### src/rtl/alu_arbiter.sv
// Round-robin arbiter sharing one combinational ALU between two valid/ready requesters.
// Accept -> operands on ALU next cycle -> result held on resp_* until taken; 1 op / 3 cycles peak.
module alu_arbiter #(
  parameter int WIDTH = 8,
  parameter int OPW   = 4
) (
  input  logic             clk,
  input  logic             reset,
  input  logic             req0_valid,
  output logic             req0_ready,
  input  logic [WIDTH-1:0] req0_a,
  input  logic [WIDTH-1:0] req0_b,
  input  logic [OPW-1:0]   req0_op,
  input  logic             req1_valid,
  output logic             req1_ready,
  input  logic [WIDTH-1:0] req1_a,
  input  logic [WIDTH-1:0] req1_b,
  input  logic [OPW-1:0]   req1_op,
  output logic             resp_valid,
  input  logic             resp_ready,
  output logic             resp_id,
  output logic [WIDTH-1:0] resp_data,
  output logic             resp_zero,
  output logic             resp_carry,
  output logic [WIDTH-1:0] alu_in_a,
  output logic [WIDTH-1:0] alu_in_b,
  output logic [OPW-1:0]   alu_opcode,
  input  logic [WIDTH-1:0] alu_out,
  input  logic             alu_zero,
  input  logic             alu_carry,
  output logic             busy
);

  typedef enum logic [1:0] {IDLE, EXEC, RESP} state_t;

  state_t           state_q, state_d;
  logic             ptr_q, ptr_d;
  logic             id_q, id_d;
  logic [WIDTH-1:0] a_q, a_d;
  logic [WIDTH-1:0] b_q, b_d;
  logic [OPW-1:0]   op_q, op_d;
  logic [WIDTH-1:0] data_q, data_d;
  logic             rid_q, rid_d;
  logic             zero_q, zero_d;
  logic             carry_q, carry_d;
  logic             rv_q, rv_d;
  logic             gnt0, gnt1;

  // A lone requester always wins; on contention the pointer decides.
  assign gnt0 = req0_valid & (~req1_valid | ~ptr_q);
  assign gnt1 = req1_valid & (~req0_valid | ptr_q);

  assign req0_ready = (state_q == IDLE) & gnt0 & ~reset;
  assign req1_ready = (state_q == IDLE) & gnt1 & ~reset;

  assign alu_in_a   = a_q;
  assign alu_in_b   = b_q;
  assign alu_opcode = op_q;
  assign resp_valid = rv_q;
  assign resp_id    = rid_q;
  assign resp_data  = data_q;
  assign resp_zero  = zero_q;
  assign resp_carry = carry_q;
  assign busy       = (state_q != IDLE);

  always_comb begin
    state_d = state_q;
    ptr_d   = ptr_q;
    id_d    = id_q;
    a_d     = a_q;
    b_d     = b_q;
    op_d    = op_q;
    data_d  = data_q;
    rid_d   = rid_q;
    zero_d  = zero_q;
    carry_d = carry_q;
    rv_d    = rv_q;
    case (state_q)
      IDLE: begin
        if (req0_valid && req0_ready) begin
          a_d     = req0_a;
          b_d     = req0_b;
          op_d    = req0_op;
          id_d    = 1'b0;
          ptr_d   = 1'b1;
          state_d = EXEC;
        end else if (req1_valid && req1_ready) begin
          a_d     = req1_a;
          b_d     = req1_b;
          op_d    = req1_op;
          id_d    = 1'b1;
          ptr_d   = 1'b0;
          state_d = EXEC;
        end
      end
      EXEC: begin
        data_d  = alu_out;
        zero_d  = alu_zero;
        carry_d = alu_carry;
        rid_d   = id_q;
        rv_d    = 1'b1;
        state_d = RESP;
      end
      RESP: begin
        // Returning to IDLE first means no accept can coincide with the response handshake.
        if (resp_ready) begin
          rv_d    = 1'b0;
          state_d = IDLE;
        end
      end
      default: state_d = IDLE;
    endcase
  end

  always_ff @(posedge clk) begin
    if (reset) begin
      state_q <= IDLE;
      ptr_q   <= 1'b0;
      id_q    <= 1'b0;
      a_q     <= '0;
      b_q     <= '0;
      op_q    <= '0;
      data_q  <= '0;
      rid_q   <= 1'b0;
      zero_q  <= 1'b0;
      carry_q <= 1'b0;
      rv_q    <= 1'b0;
    end else begin
      state_q <= state_d;
      ptr_q   <= ptr_d;
      id_q    <= id_d;
      a_q     <= a_d;
      b_q     <= b_d;
      op_q    <= op_d;
      data_q  <= data_d;
      rid_q   <= rid_d;
      zero_q  <= zero_d;
      carry_q <= carry_d;
      rv_q    <= rv_d;
    end
  end

endmodule

### config.mk
export PLATFORM = sky130hd
export DESIGN_NAME = alu_arbiter
export DESIGN_NICKNAME = d
export VERILOG_FILES = /design/src/rtl/alu_arbiter.sv
export SDC_FILE = /design/constraint.sdc
export NUM_CORES = 1
export LEC_CHECK = 0
export CORE_MARGIN = 3
export CORE_UTILIZATION = 41
export DETAILED_ROUTE_END_ITERATION = 8
export HOLD_SLACK_MARGIN = 0.06
export PLACE_DENSITY = 0.83
export SETUP_SLACK_MARGIN = 0.05
export SYNTH_ARGS = -nofsm -noshare
export SYNTH_HDL_FRONTEND = slang
export SYNTH_SLANG_ARGS = --single-unit
### constraint.sdc
create_clock -name clk -period 3.3 [get_ports clk]
set_input_delay 0.825 -clock clk [delete_from_list [all_inputs] [get_ports clk]]
set_output_delay 0.825 -clock clk [all_outputs]
set_load 0.02 [all_outputs]
==> results.cfg <==
; implementation run metrics
[drt]
drt-initial-drc-count = 146
via_per_inst = 5.45
route.detailed.drc = 0
routedWlPerCell_um = 14.1

[power_and_ir_drop]
p_leak_nw = 0.906

[min_path]
hp-start = id_q
min_path_cells = 2
min_to = resp_id

[layout]
nNetsFinal = 334
syn_to_final_growth_pct = 59.9
drive_gt1_share_pct = 7.50
seq_area_um2 = 721

[global_route]
gr-total-overflow = 0
grt_pass1_vias = 1544
grt_pass1_wl_um = 7490

[cts]
cts_buffers = 5
htreeDepth = 2
cts_root_buffer = clkbuf_8
clk_pin_slew_ns = 0.08
cts_tree = yes

[final_timing]
hold_ws_ns = 0.450
fin_crit_ns = 3.21
finalMaxSlewViolations = 0
period_used_pct = 97.3

[critical_path]
r2r-start = state_q[1]
r2r_slack_ns = 1.68
cpLargestDelayFamily = buffers and inverters
critPathSlowestCell = clkdlybuf4s50_1
path_max_fanout = 2
critPathArrivalTime_ns = 2.39
crit_buf_inv = 2
worst_r2r_endpoint = alu_in_a[2]
startpoint_type = input port

[synth]
syn_area_per_cell_um2 = 8.34
area_leaders = dfxtp_1, a311oi_1, a21oi_1, nand3_1, nand2_1
ys_seq_share_pct = 44.1
syn_area_um2 = 1630
synth_top_cell_by_area = dfxtp_1
netlist.area_leader.share_pct = 44.1
synth-warning-count = 0
syn_nets = 251
ys_area_um2 = 1630
syn_inst = 196

[floorplan]
design.die.area_um2 = 4780
initCoreUtil_pct = 43.6
die_w_um = 69.1
io_pins = 90

[status]
status = completed

[place]
portBuffers = 89
gp_congestion = 0.723

[run]
tool_warnings = 26
## state kept, by name, indices dropped and copies added, names as in the netlist
signal and count:
alu_in_a 8, alu_in_b 8, resp_data 8, alu_opcode 4, state_q 2, id_q 1, ptr_q 1, resp_carry 1
resp_id 1, resp_valid 1, resp_zero 1
## cell usage after synthesis
master	n
or2_1	1
o21ai_1	7
a211oi_1	1
nand2b_1	1
and2_1	1
a311oi_1	20
a21oi_1	34
nand2_1	22
clkbuf_1	5
dfxtp_1	36
inv_1	2
a21bo_2	1
or2_2	1
buf_2	9
nand3_1	20
and2b_1	1
o21bai_1	1
a21boi_1	1
nor4b_1	1
nor3_4	1
buf_6	5
o21ai_0	15
nor2_1	6
buf_4	2
or3_4	1
or3b_2	1
## metal layers
layer  GRT usage [%]  routed length, µm  up-vias
met5               0                  0        -
met4            3.25                 12        0
met3            7.87                377        2
met2            28.9               2230       73
met1            25.3               2000      832
li1                -                  -      880
## repair_timing
action / in CTS / in global routing
resized: 1 / 2
setup buffers: 0 / 0
endpoints found under the setup margin: 1 / 1
## worst register-to-register path: cells and delay by family (launching register included)
kind / cells / cell delay [ns]
and+or+nand+nor: 2 / 0.85
AOI/OAI and AO/OA: 1 / 0.20
DFF: 1 / 0.41
## cell type report
cell class,instances,area share [%]
Tap cell,48,2.30
Clock buffer,6,2.78
Multi-Input combinational cell,137,29.5
Timing Repair Buffer,97,36.2
Inverter,2,0.287
Sequential cell,36,27.6
Clock inverter,2,1.34
## worst max path at each step
stage	startpoint	to	depth (start not counted)
finish	reset	req0_ready	4
global route	req1_valid	req0_ready	5
CTS	reset	req0_ready	4
detailed placement	req1_valid	req1_ready	5
global placement	req1_valid	req1_ready	5
floorplan	req1_valid	req1_ready	3
## layout by cell type (no fill, tap or decap), drive strengths merged
cell / netlist / layout
clkdlybuf4s50: 0 / 88
and2: 1 / 1
o21ai: 22 / 22
nor4b: 1 / 1
o21bai: 1 / 1
nand2b: 1 / 1
and2b: 1 / 1
dfxtp: 36 / 36
a211oi: 1 / 1
a311oi: 20 / 20
bufinv: 0 / 1
inv: 2 / 2
buf: 16 / 8
a21bo: 1 / 1
clkinv: 0 / 1
nor3: 1 / 1
nand3: 20 / 20
nor2: 6 / 6
clkbuf: 5 / 7
or2: 2 / 2
a21boi: 1 / 1
or3b: 1 / 1
or3: 1 / 1
a21oi: 34 / 34
nand2: 22 / 22
## where the power goes
part           total (mW)  internal, mW  switching (mW)
sequential          0.498         0.473          0.0252
clock               0.374         0.224           0.150
combinational       0.331         0.169           0.161
## through the flow
step | TNS (ns) | utilization (%) | cell area [µm²] | setup slack, ns | instances
after detailed placement | -0.183 | 67.0 | 2510 | -0.183 | 320
after CTS | 0 | 69.9 | 2620 | 0.0824 | 328
after global routing | 0 | 69.8 | 2610 | 0.0548 | 328
final | 0 | 69.8 | 2610 | 0.0877 | 328
after global placement | -0.157 | 67.0 | 2510 | -0.157 | 320
after floorplan | 0 | - | 1630 | 0.752 | 196
## cells by family after synthesis
kind of cell | synth area share, %
flops | 44.1
compound gates | 29.9
simple gates | 17.3
buf+inv | 8.73
Figure 1. Clock nets.
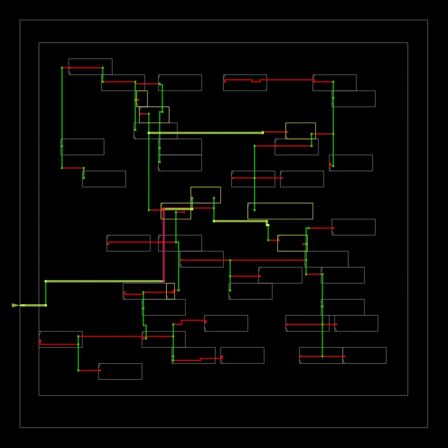
worst skew pair latency: 0.28 ns
seq_cells: 36
Sink Count: 36

Figure 2. Metal layers overlaid.
Scale bar: 20 µm. Only two layers are drawn.
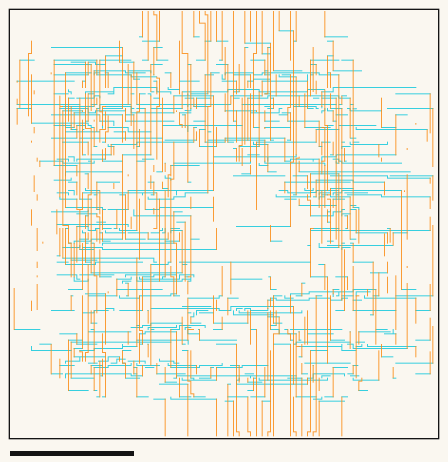
- orange: met2 (wire length 2230 µm)
- cyan: met1 (wire length 2000 µm)
Routed WL: 4620 µm
gr usage total: 18.9%
DR vias: 1787

Figure 3. PDN straps and rails.
Scale bar: 20 µm. Pins as bars on the die edge.
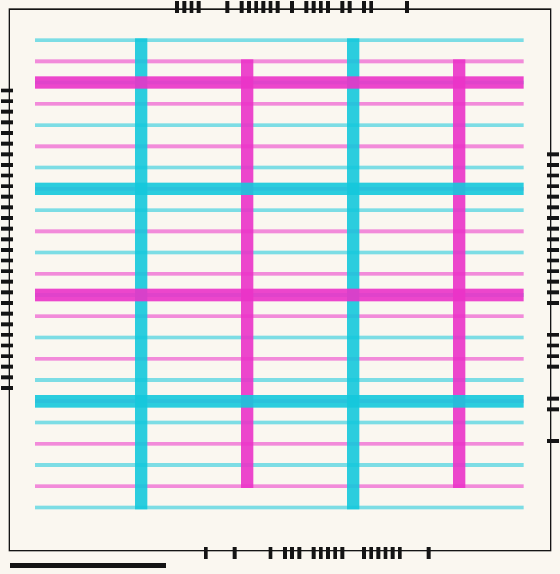
- magenta: VDD
- cyan: VSS
- signal pins: 90
- met5 straps: 4
- rows: 22
die height: 69.1 µm
Core Area: 3740 µm²
Worst VDD drop: 0.212 mV

Figure 4. The metal 3 layer.
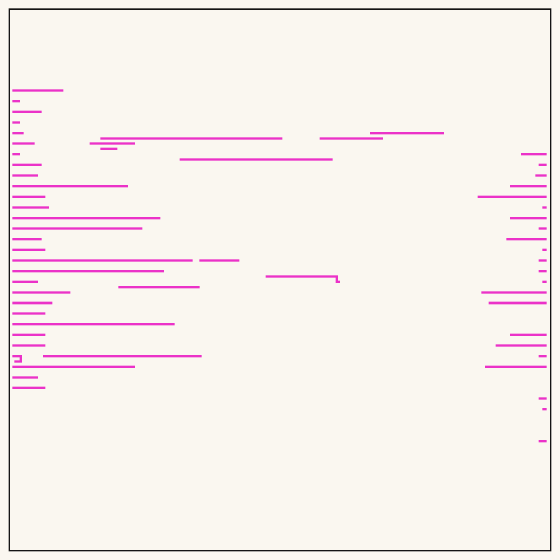
- wire length on this layer: 377 µm
- nets with wire on the layer: 57
- longest straight run: 23.0 µm
- main direction: horizontal
- share of all routed wire: 8.2%
met3 Use GR: 7.87%

Figure 5. Signal wires on met2.
Scale bar: 20 µm.
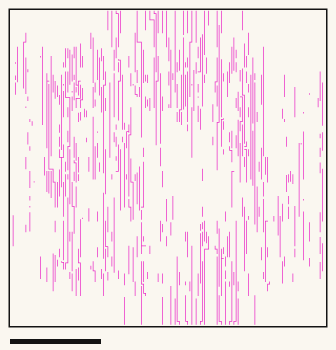
- main direction: vertical
- nets with wire on the layer: 277
- wire length on this layer: 2230 µm
- longest straight run: 30.9 µm
M2 GR Usage: 28.9%

Power figures rest on the tool's default switching activity, not on a simulated workload.
